<file path="src/rtl/alarm_ctrl_if.sv">
// Time bus from the digital clock plus alarm buttons and alarm status outputs.
interface alarm_ctrl_if;
  // Live time from the clock block
  logic [4:0] hr;
  logic [5:0] min;
  logic [5:0] sec;
  // User buttons (level)
  logic       al_hr_inc;
  logic       al_min_inc;
  logic       arm_tgl;
  logic       snooze;
  logic       stop;
  // Alarm status
  logic [4:0] al_hr;
  logic [5:0] al_min;
  logic       armed;
  logic       ringing;
  logic       snoozing;
  logic       buzzer;

  // Driver side: clock block and button panel
  modport master (
    output hr, min, sec, al_hr_inc, al_min_inc, arm_tgl, snooze, stop,
    input  al_hr, al_min, armed, ringing, snoozing, buzzer
  );

  // Alarm unit side
  modport slave (
    input  hr, min, sec, al_hr_inc, al_min_inc, arm_tgl, snooze, stop,
    output al_hr, al_min, armed, ringing, snoozing, buzzer
  );
endinterface

</file>
<file path="src/rtl/alarm_ctrl.sv">
// Alarm unit: holds the alarm setting, compares it against live time and
// runs the IDLE/ARMED/RINGING/SNOOZE state machine with snooze and timeout.
// One clk cycle equals one clock second.
module alarm_ctrl #(
  parameter int SNOOZE_MIN   = 5,
  parameter int RING_TIMEOUT = 60,
  parameter int MAX_SNOOZE   = 3,
  parameter int BUZZ_HALF    = 1
) (
  input  logic         clk,
  input  logic         rst,
  alarm_ctrl_if.slave  bus
);

  typedef enum logic [1:0] {IDLE, ARMED, RINGING, SNOOZE} state_t;

  localparam int TW = $clog2(RING_TIMEOUT + 1);
  localparam int BW = $clog2(BUZZ_HALF + 1);
  localparam int CW = $clog2(MAX_SNOOZE + 2);
  localparam logic [TW-1:0] RT_LAST = TW'(RING_TIMEOUT - 1);
  localparam logic [BW-1:0] BH_LAST = BW'(BUZZ_HALF - 1);
  localparam logic [CW-1:0] SN_MAX  = CW'(MAX_SNOOZE);
  localparam logic [6:0]    SN_ADD  = 7'(SNOOZE_MIN);

  state_t          state_q, state_d;
  logic [4:0]      al_hr_q, al_hr_d;
  logic [5:0]      al_min_q, al_min_d;
  logic [4:0]      snz_hr_q, snz_hr_d;
  logic [5:0]      snz_min_q, snz_min_d;
  logic [CW-1:0]   snz_cnt_q, snz_cnt_d;
  logic [TW-1:0]   ring_t_q, ring_t_d;
  logic [BW-1:0]   buzz_cnt_q, buzz_cnt_d;
  logic            buzzer_q, buzzer_d;
  logic            armed_q, armed_d;
  logic            ringing_q, ringing_d;
  logic            snoozing_q, snoozing_d;
  logic [4:0]      btn_prev_q, btn_prev_d;

  logic [4:0]      btn, btn_rise;
  logic            hr_e, min_e, arm_e, snz_e, stop_e;
  logic            match, snz_match;
  logic [6:0]      snz_t;

  // Button rise detection, alarm comparators and snooze target arithmetic
  always_comb begin
    btn       = {bus.stop, bus.snooze, bus.arm_tgl, bus.al_min_inc, bus.al_hr_inc};
    btn_rise  = btn & ~btn_prev_q;
    hr_e      = btn_rise[0];
    min_e     = btn_rise[1];
    arm_e     = btn_rise[2];
    snz_e     = btn_rise[3];
    stop_e    = btn_rise[4];
    match     = (bus.hr == al_hr_q) && (bus.min == al_min_q) && (bus.sec == 6'd0);
    snz_match = (bus.hr == snz_hr_q) && (bus.min == snz_min_q) && (bus.sec == 6'd0);
    snz_t     = {1'b0, bus.min} + SN_ADD;
  end

  // Next-state logic for the alarm setting, FSM, timers and registered outputs
  always_comb begin
    state_d    = state_q;
    al_hr_d    = al_hr_q;
    al_min_d   = al_min_q;
    snz_hr_d   = snz_hr_q;
    snz_min_d  = snz_min_q;
    snz_cnt_d  = snz_cnt_q;
    ring_t_d   = ring_t_q;
    buzz_cnt_d = buzz_cnt_q;
    buzzer_d   = 1'b0;
    btn_prev_d = btn;

    // Alarm setting works in every state; minute wrap never carries into hour
    if (hr_e)
      al_hr_d = (al_hr_q == 5'd23) ? 5'd0 : al_hr_q + 5'd1;
    if (min_e)
      al_min_d = (al_min_q == 6'd59) ? 6'd0 : al_min_q + 6'd1;

    case (state_q)
      IDLE: begin
        if (arm_e) state_d = ARMED;
      end
      ARMED: begin
        if (arm_e) begin
          state_d = IDLE;
        end else if (match) begin
          state_d   = RINGING;
          snz_cnt_d = '0;
          ring_t_d  = '0;
        end
      end
      RINGING: begin
        if (arm_e) begin
          state_d = IDLE;
        end else if (stop_e) begin
          state_d = ARMED;
        end else if (snz_e) begin
          if (snz_cnt_q < SN_MAX) begin
            state_d   = SNOOZE;
            snz_cnt_d = snz_cnt_q + CW'(1);
            if (snz_t >= 7'd60) begin
              snz_min_d = 6'(snz_t - 7'd60);
              snz_hr_d  = (bus.hr == 5'd23) ? 5'd0 : bus.hr + 5'd1;
            end else begin
              snz_min_d = snz_t[5:0];
              snz_hr_d  = bus.hr;
            end
          end else begin
            // Snooze budget used up: the press behaves as stop
            state_d = ARMED;
          end
        end else if (ring_t_q == RT_LAST) begin
          state_d = ARMED;
        end else begin
          ring_t_d = ring_t_q + TW'(1);
        end
      end
      SNOOZE: begin
        if (arm_e) begin
          state_d = IDLE;
        end else if (stop_e) begin
          state_d = ARMED;
        end else if (snz_match) begin
          state_d  = RINGING;
          ring_t_d = '0;
        end
      end
      default: state_d = IDLE;
    endcase

    // Buzzer starts low on each ringing entry and is forced low outside RINGING
    if (state_d == RINGING) begin
      if (state_q != RINGING) begin
        buzzer_d   = 1'b0;
        buzz_cnt_d = '0;
      end else if (buzz_cnt_q == BH_LAST) begin
        buzzer_d   = ~buzzer_q;
        buzz_cnt_d = '0;
      end else begin
        buzzer_d   = buzzer_q;
        buzz_cnt_d = buzz_cnt_q + BW'(1);
      end
    end else begin
      buzz_cnt_d = '0;
    end

    armed_d    = (state_d != IDLE);
    ringing_d  = (state_d == RINGING);
    snoozing_d = (state_d == SNOOZE);
  end

  // State and output registers; reset silences everything at once
  always_ff @(posedge clk or posedge rst) begin
    if (rst) begin
      state_q    <= IDLE;
      al_hr_q    <= '0;
      al_min_q   <= '0;
      snz_hr_q   <= '0;
      snz_min_q  <= '0;
      snz_cnt_q  <= '0;
      ring_t_q   <= '0;
      buzz_cnt_q <= '0;
      buzzer_q   <= 1'b0;
      armed_q    <= 1'b0;
      ringing_q  <= 1'b0;
      snoozing_q <= 1'b0;
      btn_prev_q <= '0;
    end else begin
      state_q    <= state_d;
      al_hr_q    <= al_hr_d;
      al_min_q   <= al_min_d;
      snz_hr_q   <= snz_hr_d;
      snz_min_q  <= snz_min_d;
      snz_cnt_q  <= snz_cnt_d;
      ring_t_q   <= ring_t_d;
      buzz_cnt_q <= buzz_cnt_d;
      buzzer_q   <= buzzer_d;
      armed_q    <= armed_d;
      ringing_q  <= ringing_d;
      snoozing_q <= snoozing_d;
      btn_prev_q <= btn_prev_d;
    end
  end

  assign bus.al_hr    = al_hr_q;
  assign bus.al_min   = al_min_q;
  assign bus.armed    = armed_q;
  assign bus.ringing  = ringing_q;
  assign bus.snoozing = snoozing_q;
  assign bus.buzzer   = buzzer_q;

endmodule

</file>
<file path="src/flat_wrapper.sv">
// flat-port wrapper written by rule: the top's interface ports become plain ports
module alarm_ctrl_flat 
#(
  parameter int SNOOZE_MIN   = 5,
  parameter int RING_TIMEOUT = 60,
  parameter int MAX_SNOOZE   = 3,
  parameter int BUZZ_HALF    = 1
)
  (clk, rst, bus_hr, bus_min, bus_sec, bus_al_hr_inc, bus_al_min_inc, bus_arm_tgl, bus_snooze, bus_stop, bus_al_hr, bus_al_min, bus_armed, bus_ringing, bus_snoozing, bus_buzzer);
  alarm_ctrl_if bus_i ();
  input  logic clk;
  input  logic rst;
  input wire logic [$bits(bus_i.hr)-1:0] bus_hr;
  input wire logic [$bits(bus_i.min)-1:0] bus_min;
  input wire logic [$bits(bus_i.sec)-1:0] bus_sec;
  input wire logic [$bits(bus_i.al_hr_inc)-1:0] bus_al_hr_inc;
  input wire logic [$bits(bus_i.al_min_inc)-1:0] bus_al_min_inc;
  input wire logic [$bits(bus_i.arm_tgl)-1:0] bus_arm_tgl;
  input wire logic [$bits(bus_i.snooze)-1:0] bus_snooze;
  input wire logic [$bits(bus_i.stop)-1:0] bus_stop;
  output wire logic [$bits(bus_i.al_hr)-1:0] bus_al_hr;
  output wire logic [$bits(bus_i.al_min)-1:0] bus_al_min;
  output wire logic [$bits(bus_i.armed)-1:0] bus_armed;
  output wire logic [$bits(bus_i.ringing)-1:0] bus_ringing;
  output wire logic [$bits(bus_i.snoozing)-1:0] bus_snoozing;
  output wire logic [$bits(bus_i.buzzer)-1:0] bus_buzzer;
  assign bus_i.hr = bus_hr;
  assign bus_i.min = bus_min;
  assign bus_i.sec = bus_sec;
  assign bus_i.al_hr_inc = bus_al_hr_inc;
  assign bus_i.al_min_inc = bus_al_min_inc;
  assign bus_i.arm_tgl = bus_arm_tgl;
  assign bus_i.snooze = bus_snooze;
  assign bus_i.stop = bus_stop;
  assign bus_al_hr = bus_i.al_hr;
  assign bus_al_min = bus_i.al_min;
  assign bus_armed = bus_i.armed;
  assign bus_ringing = bus_i.ringing;
  assign bus_snoozing = bus_i.snoozing;
  assign bus_buzzer = bus_i.buzzer;
  alarm_ctrl #(.SNOOZE_MIN(SNOOZE_MIN), .RING_TIMEOUT(RING_TIMEOUT), .MAX_SNOOZE(MAX_SNOOZE), .BUZZ_HALF(BUZZ_HALF)) u_core (.clk(clk), .rst(rst), .bus(bus_i));
endmodule
</file>
<file path="config.mk">
export PLATFORM = sky130hd
export DESIGN_NAME = alarm_ctrl_flat
export DESIGN_NICKNAME = d
export VERILOG_FILES = /design/src/rtl/alarm_ctrl_if.sv /design/src/rtl/alarm_ctrl.sv /design/src/flat_wrapper.sv
export SDC_FILE = /design/constraint.sdc
export NUM_CORES = 1
export LEC_CHECK = 0
export CAP_MARGIN = 20
export CELL_PAD_IN_SITES_DETAIL_PLACEMENT = 0
export CELL_PAD_IN_SITES_GLOBAL_PLACEMENT = 1
export CORE_MARGIN = 2
export CORE_UTILIZATION = 41
export DETAILED_ROUTE_END_ITERATION = 8
export PLACE_DENSITY_LB_ADDON = 0.12
export SYNTH_ARGS = -nofsm -noshare
export SYNTH_HDL_FRONTEND = slang
export SYNTH_SLANG_ARGS = --single-unit
</file>
<file path="constraint.sdc">
create_clock -name clk -period 2.3 [get_ports clk]
set_input_delay 0.575 -clock clk [delete_from_list [all_inputs] [get_ports clk]]
set_output_delay 0.575 -clock clk [all_outputs]
set_load 0.03 [all_outputs]
</file>
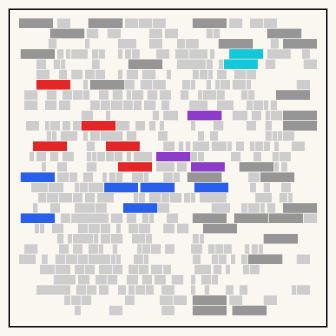
flops_by_reg.png
Red is `u_core.snz_hr_q`, placed flops 5. Blue is `u_core.snz_min_q`, placed flops 6. Cyan is `u_core.state_q`, placed flops 2. Purple is `u_core.snz_cnt_q`, placed flops 3.
Another 26 sequential cells are not coloured.

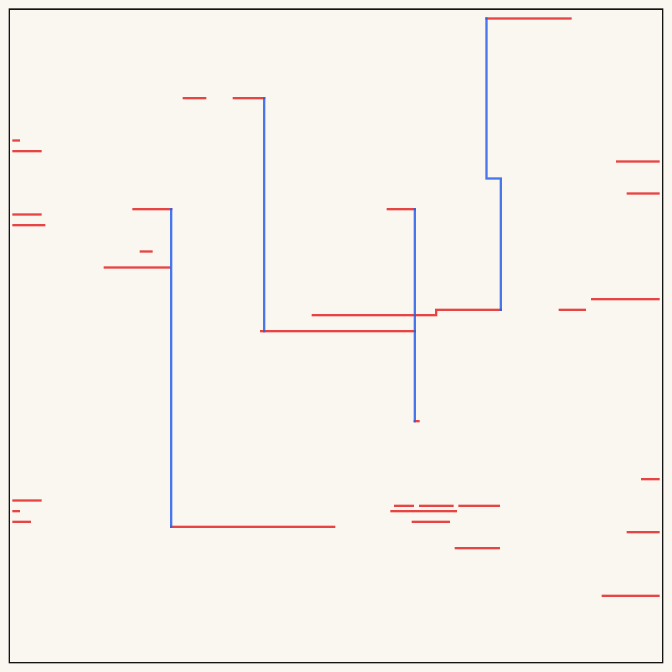
wires.png
Only two layers are drawn.
Blue is metal 4, wire length 137 um. Red is metal 3, wire length 182 um.

==> results_dict.tcl <==
# collected from the flow reports
set metrics [dict create \
    fp-row-count 29 \
    cp_num_cells 7 \
    comb_power_share_pct 36.3 \
    share_of_power_burned_in_the_clock_network_pct 21.6 \
    cpLargestDelayFamily "simple AND/OR/NAND/NOR gates" \
    tritonroute_pass_1_iters 4 \
    startpoint "bus_sec[4]" \
    grt_setup_unrepaired "yes" \
    maximum_number_of_pins_on_one_net_before_global_route_repair 22 \
    max-clock-path-buffers 2 \
    antenna_violations_before_repair 0 \
    post_synth_inst_count 289 \
    run_status "complete, no violations" \
    dieArea_um2 7010 \
    numSequentialCells 42 \
    grt_overflow_total 0 \
    dieHeight_um 83.7 \
    crit_path_end_kind "flip-flop" \
    fin_nets 407 \
    nClkBuffers 7 \
    final_tns_setup_ns 0 \
    powerComb_w 0.000841 \
    layout.cells.largest_class "multi-input combinational cells" \
    worstSetupStartpointType "input port" \
    hpwl_after_dpl_um 4900 \
    critical_path.n_buffers_inverters 2 \
    hold_path.class "reg2reg" \
    insertedDiodeCount 0 \
    count_of_flip_flops_with_a_built_in_enable_after_synthesis 0 \
    finalCritPeriodShare_pct 98.2 \
    die_w_um 83.7 \
    detail_route.wirelength_um 6410 \
    register_area_um2 1050 \
    netlist.area_leader.share_pct 40.3 \
    yosys.stat.seqShare_pct 40.3 \
    drtAntennaViolNets 0 \
    sequentialPower_w 0.000977 \
    num-fill-cells 590 \
    internal_power_w 0.00147 \
    finalSetupViolCount 0 \
    power_leader "registers" \
    drive_above_1_share_pct 22.5 \
    cp_max_fo 7 \
    max_cap_viols 0 \
    crit-reg2reg-capture "u_core.snz_min_q[2]" \
    post_drt_wl_per_cell_um 14.1 \
    number_of_inverters_outside_the_clock_class_in_the_layout 11 \
    combAreaFraction_pct 42.1 \
    finish.utilization_pct 58.0 \
    place.port_buffers 38 \
    slew_viol_final 0 \
    p_leak_nw 1.67 \
    top_cells_by_area "dfrtp_1 (40%), xor2_1 (7.4%), nand2_1 (5.0%)" \
    fin_skew_ns 0.00793 \
    area_leader_netlist "dfrtp_1" \
    h-tree-depth 2 \
    weighted_congestion_reported_at_the_end_of_routability_driven_placement 0.860 \
    total_clock_sinks 42 \
    synthesis.area_um2 2610 \
    layout-area-overhead-vs-synth_pct 38.9 \
    switching_share_pct 36.7 \
    ios 39 \
    main_synth_ff_type "dfrtp_1" \
    cts_post_setup_buffers_inserted 4 \
    comb_area_um2 1530 \
    slowest_library_cell_on_the_worst_path "or4_4" \
    postLayoutSetupSlackWorst_ns 0.0403 \
    worstSetupPathType "in2reg" \
    postCtsHoldBufs 0 \
    cp_data_required_time_ns 2.47 \
    power.density_cell_area_nw_per_um2 640 \
    detailroute.via_count 2434 \
    synth_nets 320 \
    crit-reg2reg-launch "u_core.state_q[0]" \
    seq_share_pct 29.0 \
    non_clock_buffer_count 94 \
    detail_route.iter0.violations 95 \
    avgViaCountPerCell 5.36 \
    cp_data_arrival_time_ns 2.43 \
    asyncSetResetFlopFracSynth_pct 100 \
    coreArea_um2 6240 \
    timing.critical_path.to "u_core.ring_t_q[5]" \
    drc 0 \
    fp_util_pct 41.8 \
    hold-path-cell-count 1 \
    buffer_area_share_pct 22.5 \
    cts.root.buffer_cell "clkbuf_8" \
    warnings 28 \
]
synthesized netlist by cell type (2+ instances only):
| master | number |
|---|---|
| inv_1 | 11 |
| nor3_1 | 11 |
| o21ai_0 | 15 |
| a41oi_1 | 5 |
| a21oi_1 | 7 |
| nand4_1 | 14 |
| nand2_1 | 35 |
| nor2b_1 | 2 |
| a31oi_1 | 6 |
| a21o_1 | 4 |
| o211ai_1 | 3 |
| buf_4 | 2 |
| o211ai_2 | 2 |
| buf_2 | 5 |
| o2111ai_1 | 2 |
| nand2b_1 | 6 |
| a311oi_1 | 2 |
| o31ai_1 | 4 |
| and2_1 | 2 |
| xor2_1 | 22 |
| nor4_1 | 4 |
| and3_1 | 2 |
| nor3b_1 | 2 |
| nand3_1 | 9 |
| nor2_1 | 21 |
| o22ai_1 | 2 |
| ha_1 | 7 |
| a21boi_0 | 2 |
| xnor2_1 | 6 |
| a211oi_1 | 2 |
| dfrtp_1 | 42 |
| clkbuf_1 | 5 |
cells in the final DEF, fill, tap and decap left out, drive strengths merged, types with 2 or more instances in the layout:
cell type,Yosys,final
nand2b,6,6
and3,2,2
o31ai,4,4
nor2b,2,2
nor3b,2,2
o2111ai,2,2
a41oi,5,5
xor2,22,22
nand2,35,35
ha,7,7
a21o,4,4
or4,2,2
clkinv,0,2
and2,2,2
nand3,10,10
o21ai,16,16
o211ai,5,5
clkbuf,6,8
nand4,14,14
nor3,11,11
or2,2,2
buf,8,58
clkdlybuf4s50,0,33
dfrtp,42,42
a21boi,2,2
a211oi,2,2
nor4,5,5
o22ai,2,2
a311oi,2,2
a31oi,6,6
inv,11,10
nor2,21,21
xnor2,6,6
a21oi,7,7
worst min-delay path by stage:
| stage | startpoint | end | slack (ns) |
|---|---|---|---|
| floorplan | u_core.snz_cnt_q[2] | u_core.snz_cnt_q[2] | 0.46 |
| detailed placement | u_core.bus.buzzer | u_core.bus.buzzer | 0.44 |
| global route | u_core.bus.buzzer | u_core.bus.buzzer | 0.46 |
| global placement | u_core.bus.buzzer | u_core.bus.buzzer | 0.43 |
| finish | u_core.bus.buzzer | u_core.bus.buzzer | 0.44 |
| CTS | u_core.bus.buzzer | u_core.bus.buzzer | 0.45 |
per-layer routing:
metal / wire length (um) / track usage, % / share of wire (%)
met3: 182 / 3.56 / 2.8
met5: 0 / 0 / 0
met4: 137 / 6.30 / 2.1
met1: 3080 / 26.6 / 48
met2: 3010 / 30.0 / 47
stage by stage:
stage / hold slack, ns / instances / area (um^2)
floorplan: 0.464 / 289 / 2630
global placement: 0.426 / 442 / 3430
detailed placement: 0.435 / 442 / 3430
CTS: 0.446 / 454 / 3580
global route: 0.463 / 454 / 3620
finish: 0.441 / 454 / 3620
cells by family (layout without fill, tap and decap cells):
| kind of cell | count (synthesis) | in the layout | synth area share [%] |
|---|---|---|---|
| adder cells (fa/ha/maj) | 8 | 8 | 3.74 |
| buffers and inverters | 25 | 113 | 4.46 |
| AND/OR/NAND/NOR | 118 | 118 | 23.4 |
| flip-flops | 42 | 42 | 40.3 |
| AND-OR/OR-AND | 67 | 67 | 18.3 |
| multiplexers | 1 | 1 | 0.384 |
| XOR/XNOR | 28 | 28 | 9.41 |
